Fig. 1: met1 routing
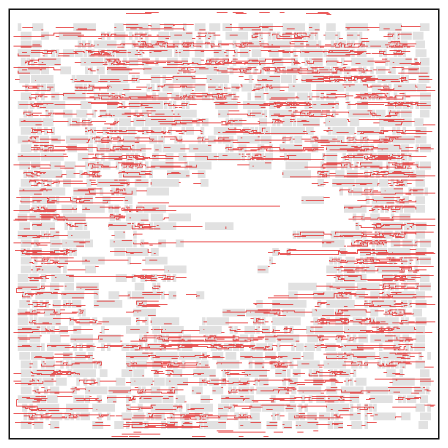
Fig. 2: met2 routing
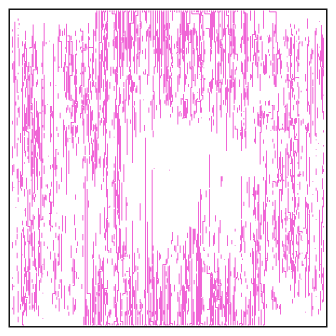
Fig. 3: metal 3
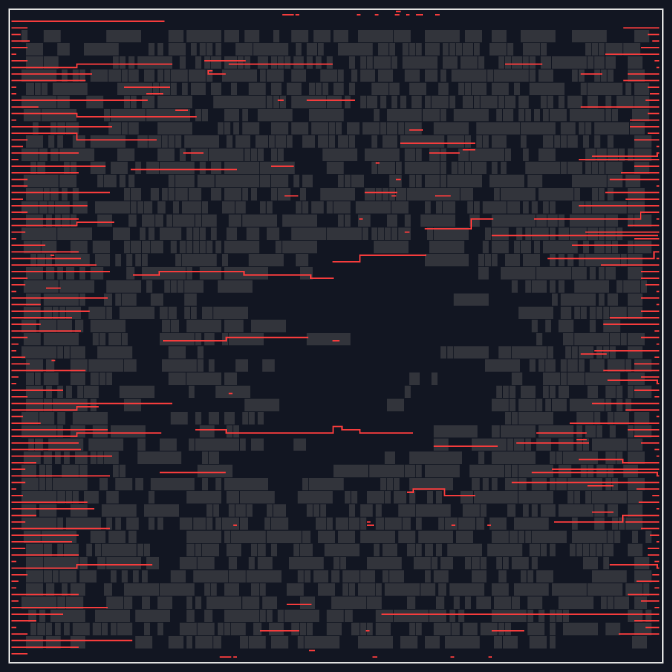
==> config.mk <==
export PLATFORM = sky130hd
export DESIGN_NAME = cmd_issue_ctrl
export DESIGN_NICKNAME = d
export VERILOG_FILES = /design/src/rtl/sdhci_pkg.sv /design/src/rtl/cmd_issue_ctrl.sv
export SDC_FILE = /design/constraint.sdc
export NUM_CORES = 1
export LEC_CHECK = 0
export ABC_AREA = 1
export CAP_MARGIN = 20
export CORE_MARGIN = 2
export CORE_UTILIZATION = 40
export CTS_CLUSTER_SIZE = 24
export DETAILED_ROUTE_END_ITERATION = 6
export PLACE_DENSITY = 0.81
export REMOVE_ABC_BUFFERS = 1
export SLEW_MARGIN = 20
export SYNTH_ARGS = -nofsm -noshare
export SYNTH_HDL_FRONTEND = slang
export SYNTH_SLANG_ARGS = --single-unit
==> constraint.sdc <==
create_clock -name clk_i -period 1.8 [get_ports clk_i]
set_input_delay 0.27 -clock clk_i [delete_from_list [all_inputs] [get_ports clk_i]]
set_output_delay 0.27 -clock clk_i [all_outputs]
set_load 0.05 [all_outputs]
==> src/rtl/sdhci_pkg.sv <==
// Shared SDHCI types: response type encodings and Response register width.
package sdhci_pkg;

  localparam int unsigned RSP_REG_W = 128;

  typedef enum logic [1:0] {
    NO_RESPONSE      = 2'd0,
    RESPONSE_136     = 2'd1,
    RESPONSE_48      = 2'd2,
    RESPONSE_48_BUSY = 2'd3
  } response_type_e;

  // Command register Response Type Select field encoding
  typedef enum logic [1:0] {
    RSP_SEL_NONE     = 2'b00,
    RSP_SEL_136      = 2'b01,
    RSP_SEL_48       = 2'b10,
    RSP_SEL_48_BUSY  = 2'b11
  } rsp_type_sel_e;

  function automatic response_type_e to_response_type(input rsp_type_sel_e sel);
    response_type_e rt;
    rt = NO_RESPONSE;
    case (sel)
      RSP_SEL_NONE:    rt = NO_RESPONSE;
      RSP_SEL_136:     rt = RESPONSE_136;
      RSP_SEL_48:      rt = RESPONSE_48;
      RSP_SEL_48_BUSY: rt = RESPONSE_48_BUSY;
      default:         rt = NO_RESPONSE;
    endcase
    return rt;
  endfunction

endpackage

==> src/rtl/cmd_issue_ctrl.sv <==
// Command issue controller: launches commands to cmd_logic, tracks Command Inhibit,
// captures responses and pulses interrupt status bits. SDHCI_CMD_CHECK_EN gates CRC/index errors.
module cmd_issue_ctrl
  import sdhci_pkg::*;
(
  input  logic                 clk_i,
  input  logic                 rst_ni,
  input  logic                 sw_rst_cmd_i,
  input  logic                 cmd_reg_wr_i,
  input  logic [5:0]           cmd_index_i,
  input  logic [31:0]          cmd_arg_i,
  input  logic [1:0]           rsp_type_sel_i,
  input  logic                 crc_chk_en_i,
  input  logic                 idx_chk_en_i,
  output logic                 cmd_inhibit_o,
  output logic [5:0]           cmd_o,
  output logic [31:0]          cmd_arg_o,
  output response_type_e       response_type_o,
  output logic                 cmd_valid_o,
  input  logic                 cmd_ready_i,
  input  logic                 cmd_done_i,
  input  logic                 cmd_result_valid_i,
  input  logic [119:0]         rsp_i,
  input  logic                 index_error_i,
  input  logic                 end_bit_error_i,
  input  logic                 crc_error_i,
  input  logic                 timeout_error_i,
  output logic [RSP_REG_W-1:0] rsp_reg_o,
  output logic                 cmd_complete_o,
  output logic                 cmd_timeout_err_o,
  output logic                 cmd_crc_err_o,
  output logic                 cmd_end_bit_err_o,
  output logic                 cmd_index_err_o
);

  typedef enum logic [1:0] {IDLE, ISSUE, WAIT_RES, FINISH} state_e;

  state_e               state_q, state_d;
  logic [5:0]           cmd_d;
  logic [31:0]          arg_d;
  response_type_e       rtype_d;
  logic                 valid_d, inhibit_d;
  logic [RSP_REG_W-1:0] rsp_d;
  logic                 complete_d, timeout_d, crc_d, end_bit_d, index_d;
  logic                 crc_flag_c, idx_flag_c;

`ifdef SDHCI_CMD_CHECK_EN
  logic crc_en_q, crc_en_d, idx_en_q, idx_en_d;
  assign crc_flag_c = crc_error_i & crc_en_q;
  assign idx_flag_c = index_error_i & idx_en_q;
`else
  logic unused_chk_en;
  assign unused_chk_en = crc_chk_en_i ^ idx_chk_en_i;
  assign crc_flag_c    = crc_error_i;
  assign idx_flag_c    = index_error_i;
`endif

  // Next-state, latched payload and pulse generation
  always_comb begin
    state_d    = state_q;
    cmd_d      = cmd_o;
    arg_d      = cmd_arg_o;
    rtype_d    = response_type_o;
    valid_d    = cmd_valid_o;
    inhibit_d  = cmd_inhibit_o;
    rsp_d      = rsp_reg_o;
    complete_d = 1'b0;
    timeout_d  = 1'b0;
    crc_d      = 1'b0;
    end_bit_d  = 1'b0;
    index_d    = 1'b0;
`ifdef SDHCI_CMD_CHECK_EN
    crc_en_d   = crc_en_q;
    idx_en_d   = idx_en_q;
`endif

    case (state_q)
      IDLE, FINISH: begin
        state_d = IDLE;
        if (cmd_reg_wr_i) begin
          state_d   = ISSUE;
          cmd_d     = cmd_index_i;
          arg_d     = cmd_arg_i;
          rtype_d   = to_response_type(rsp_type_sel_e'(rsp_type_sel_i));
          valid_d   = 1'b1;
          inhibit_d = 1'b1;
`ifdef SDHCI_CMD_CHECK_EN
          crc_en_d  = crc_chk_en_i;
          idx_en_d  = idx_chk_en_i;
`endif
        end
      end
      ISSUE: begin
        if (cmd_valid_o && cmd_ready_i) begin
          state_d = WAIT_RES;
          valid_d = 1'b0;
        end
      end
      WAIT_RES: begin
        if (response_type_o == NO_RESPONSE) begin
          if (cmd_done_i) begin
            state_d    = FINISH;
            inhibit_d  = 1'b0;
            complete_d = 1'b1;
          end
        end else if (timeout_error_i) begin
          state_d   = FINISH;
          inhibit_d = 1'b0;
          timeout_d = 1'b1;
        end else if (cmd_result_valid_i) begin
          state_d    = FINISH;
          inhibit_d  = 1'b0;
          complete_d = 1'b1;
          crc_d      = crc_flag_c;
          end_bit_d  = end_bit_error_i;
          index_d    = idx_flag_c;
          if (response_type_o == RESPONSE_136) rsp_d = {8'h00, rsp_i};
          else                                 rsp_d[31:0] = rsp_i[31:0];
        end
      end
      default: state_d = IDLE;
    endcase

    // Software CMD reset clears everything except the Response register
    if (sw_rst_cmd_i) begin
      state_d    = IDLE;
      cmd_d      = 6'd0;
      arg_d      = 32'd0;
      rtype_d    = NO_RESPONSE;
      valid_d    = 1'b0;
      inhibit_d  = 1'b0;
      rsp_d      = rsp_reg_o;
      complete_d = 1'b0;
      timeout_d  = 1'b0;
      crc_d      = 1'b0;
      end_bit_d  = 1'b0;
      index_d    = 1'b0;
`ifdef SDHCI_CMD_CHECK_EN
      crc_en_d   = 1'b0;
      idx_en_d   = 1'b0;
`endif
    end
  end

  always_ff @(posedge clk_i) begin
    if (!rst_ni) begin
      state_q           <= IDLE;
      cmd_o             <= 6'd0;
      cmd_arg_o         <= 32'd0;
      response_type_o   <= NO_RESPONSE;
      cmd_valid_o       <= 1'b0;
      cmd_inhibit_o     <= 1'b0;
      rsp_reg_o         <= '0;
      cmd_complete_o    <= 1'b0;
      cmd_timeout_err_o <= 1'b0;
      cmd_crc_err_o     <= 1'b0;
      cmd_end_bit_err_o <= 1'b0;
      cmd_index_err_o   <= 1'b0;
`ifdef SDHCI_CMD_CHECK_EN
      crc_en_q          <= 1'b0;
      idx_en_q          <= 1'b0;
`endif
    end else begin
      state_q           <= state_d;
      cmd_o             <= cmd_d;
      cmd_arg_o         <= arg_d;
      response_type_o   <= rtype_d;
      cmd_valid_o       <= valid_d;
      cmd_inhibit_o     <= inhibit_d;
      rsp_reg_o         <= rsp_d;
      cmd_complete_o    <= complete_d;
      cmd_timeout_err_o <= timeout_d;
      cmd_crc_err_o     <= crc_d;
      cmd_end_bit_err_o <= end_bit_d;
      cmd_index_err_o   <= index_d;
`ifdef SDHCI_CMD_CHECK_EN
      crc_en_q          <= crc_en_d;
      idx_en_q          <= idx_en_d;
`endif
    end
  end

endmodule

==> reports/qor.txt <==
Top cell excl fill/tap = nor2_1
Log Warnings = 30
Final Cycle Share = 90.0%
Final Cell Area = 0.0108 mm²
CP Capture Point = cmd_end_bit_err_o$_SDFF_PP0_
Placement Setup Slack = -3.62 ps
Power Density = 808 mW/mm²
Worst Hold Depth = 4
P_clk = 3720 µW
Top cell type by total area after synthesis = dfxtp_1
Hold_buf cts = 0
Maximum vdd drop = 0.586 mV
Die width = 135 µm
Cell count of the worst reg-to-reg path = 10
Routed wire length = 21700 µm
R2R Path End = cmd_end_bit_err_o$_SDFF_PP0_
Comb area = 0.00272 mm²
Fp util = 41.0%
Vias per inst = 4.76
NumNets Final = 1453
Routing usage on met2 = 40.2%
P_int = 6570 µW
Setup Buffers After CTS = 0
Sw Share = 24.9%
Worst Hold End = rsp_reg_o[63]$_SDFFE_PN0P_
Cell with the most instances after synthesis = nor2_1
Adder share = 0.550%
P_seq = 3820 µW
Leak pwr = 0.00529 µW
Endpoints failing hold = 0
Clock sink count = 169
Vias in the first global route = 6681
Worst slew pin tran = 557 ps
Post-synthesis average cell area = 7.08 µm²
FF/Latch Area = 0.00338 mm²
Met1 Track Usage GR = 25.8%
Dominant cell area share = 49.6%
Max frequency = 0.617 GHz
Cell Rows = 47
Iteration tally of the first detailed-router pass = 5
Detailed-route via count = 7177
MaxCap Viol Count = 0
AND/OR/NAND/NOR Cells, Area Fraction = 32.9%
Routed Antenna Nets = 0
DR WL met3 = 2110 µm
Sum Neg Setup Slack = 0 ps
Outcome = complete, no violations
Synth cell count leaders = nor2_1 (323), dfxtp_1 (169), nand2_1 (111), inv_1 (104), nand4_1 (88)
Back to the opening pictures, Fig. 1:
longest straight run: 48.3 µm
nets with wire on the layer: 1283
wire length on this layer: 8390 µm
main direction: horizontal

Back to the opening pictures, Fig. 2:
nets with wire on the layer: 1116
longest straight run: 69.4 µm
wire length on this layer: 10500 µm
main direction: vertical
share of all routed wire: 48%

Back to the opening pictures, Fig. 3:
main direction: horizontal
longest straight run: 57.0 µm
nets with wire on the layer: 224
share of all routed wire: 9.7%
wire length on this layer: 2110 µm

## area by class of cell
class                   count  share of cell area [%]
flip-flops and latches    169                    31.3
well taps                 220                    2.54
clock buffers              21                    4.16
multi-input cells         621                    25.1
inverters                 106                    3.68
repair buffers            362                    31.9
clock inverters            10                    1.32
## registers in the layout, indices dropped and copies added (netlist names)
register / count
cmd_complete_o: 1
cmd_timeout_err_o: 1
cmd_o: 6
state_q: 2
cmd_crc_err_o: 1
cmd_arg_o: 32
rsp_reg_o: 120
cmd_end_bit_err_o: 1
response_type_o: 2
cmd_valid_o: 1
cmd_inhibit_o: 1
cmd_index_err_o: 1
## critical path, delay by kind of cell (launching register included)
family	cells	cell delay (ps)
adders and majority gates	1	200
and+or+nand+nor	5	500
buffers and inverters	4	530
DFF	1	310
Power is estimated from default activity; no workload was simulated.
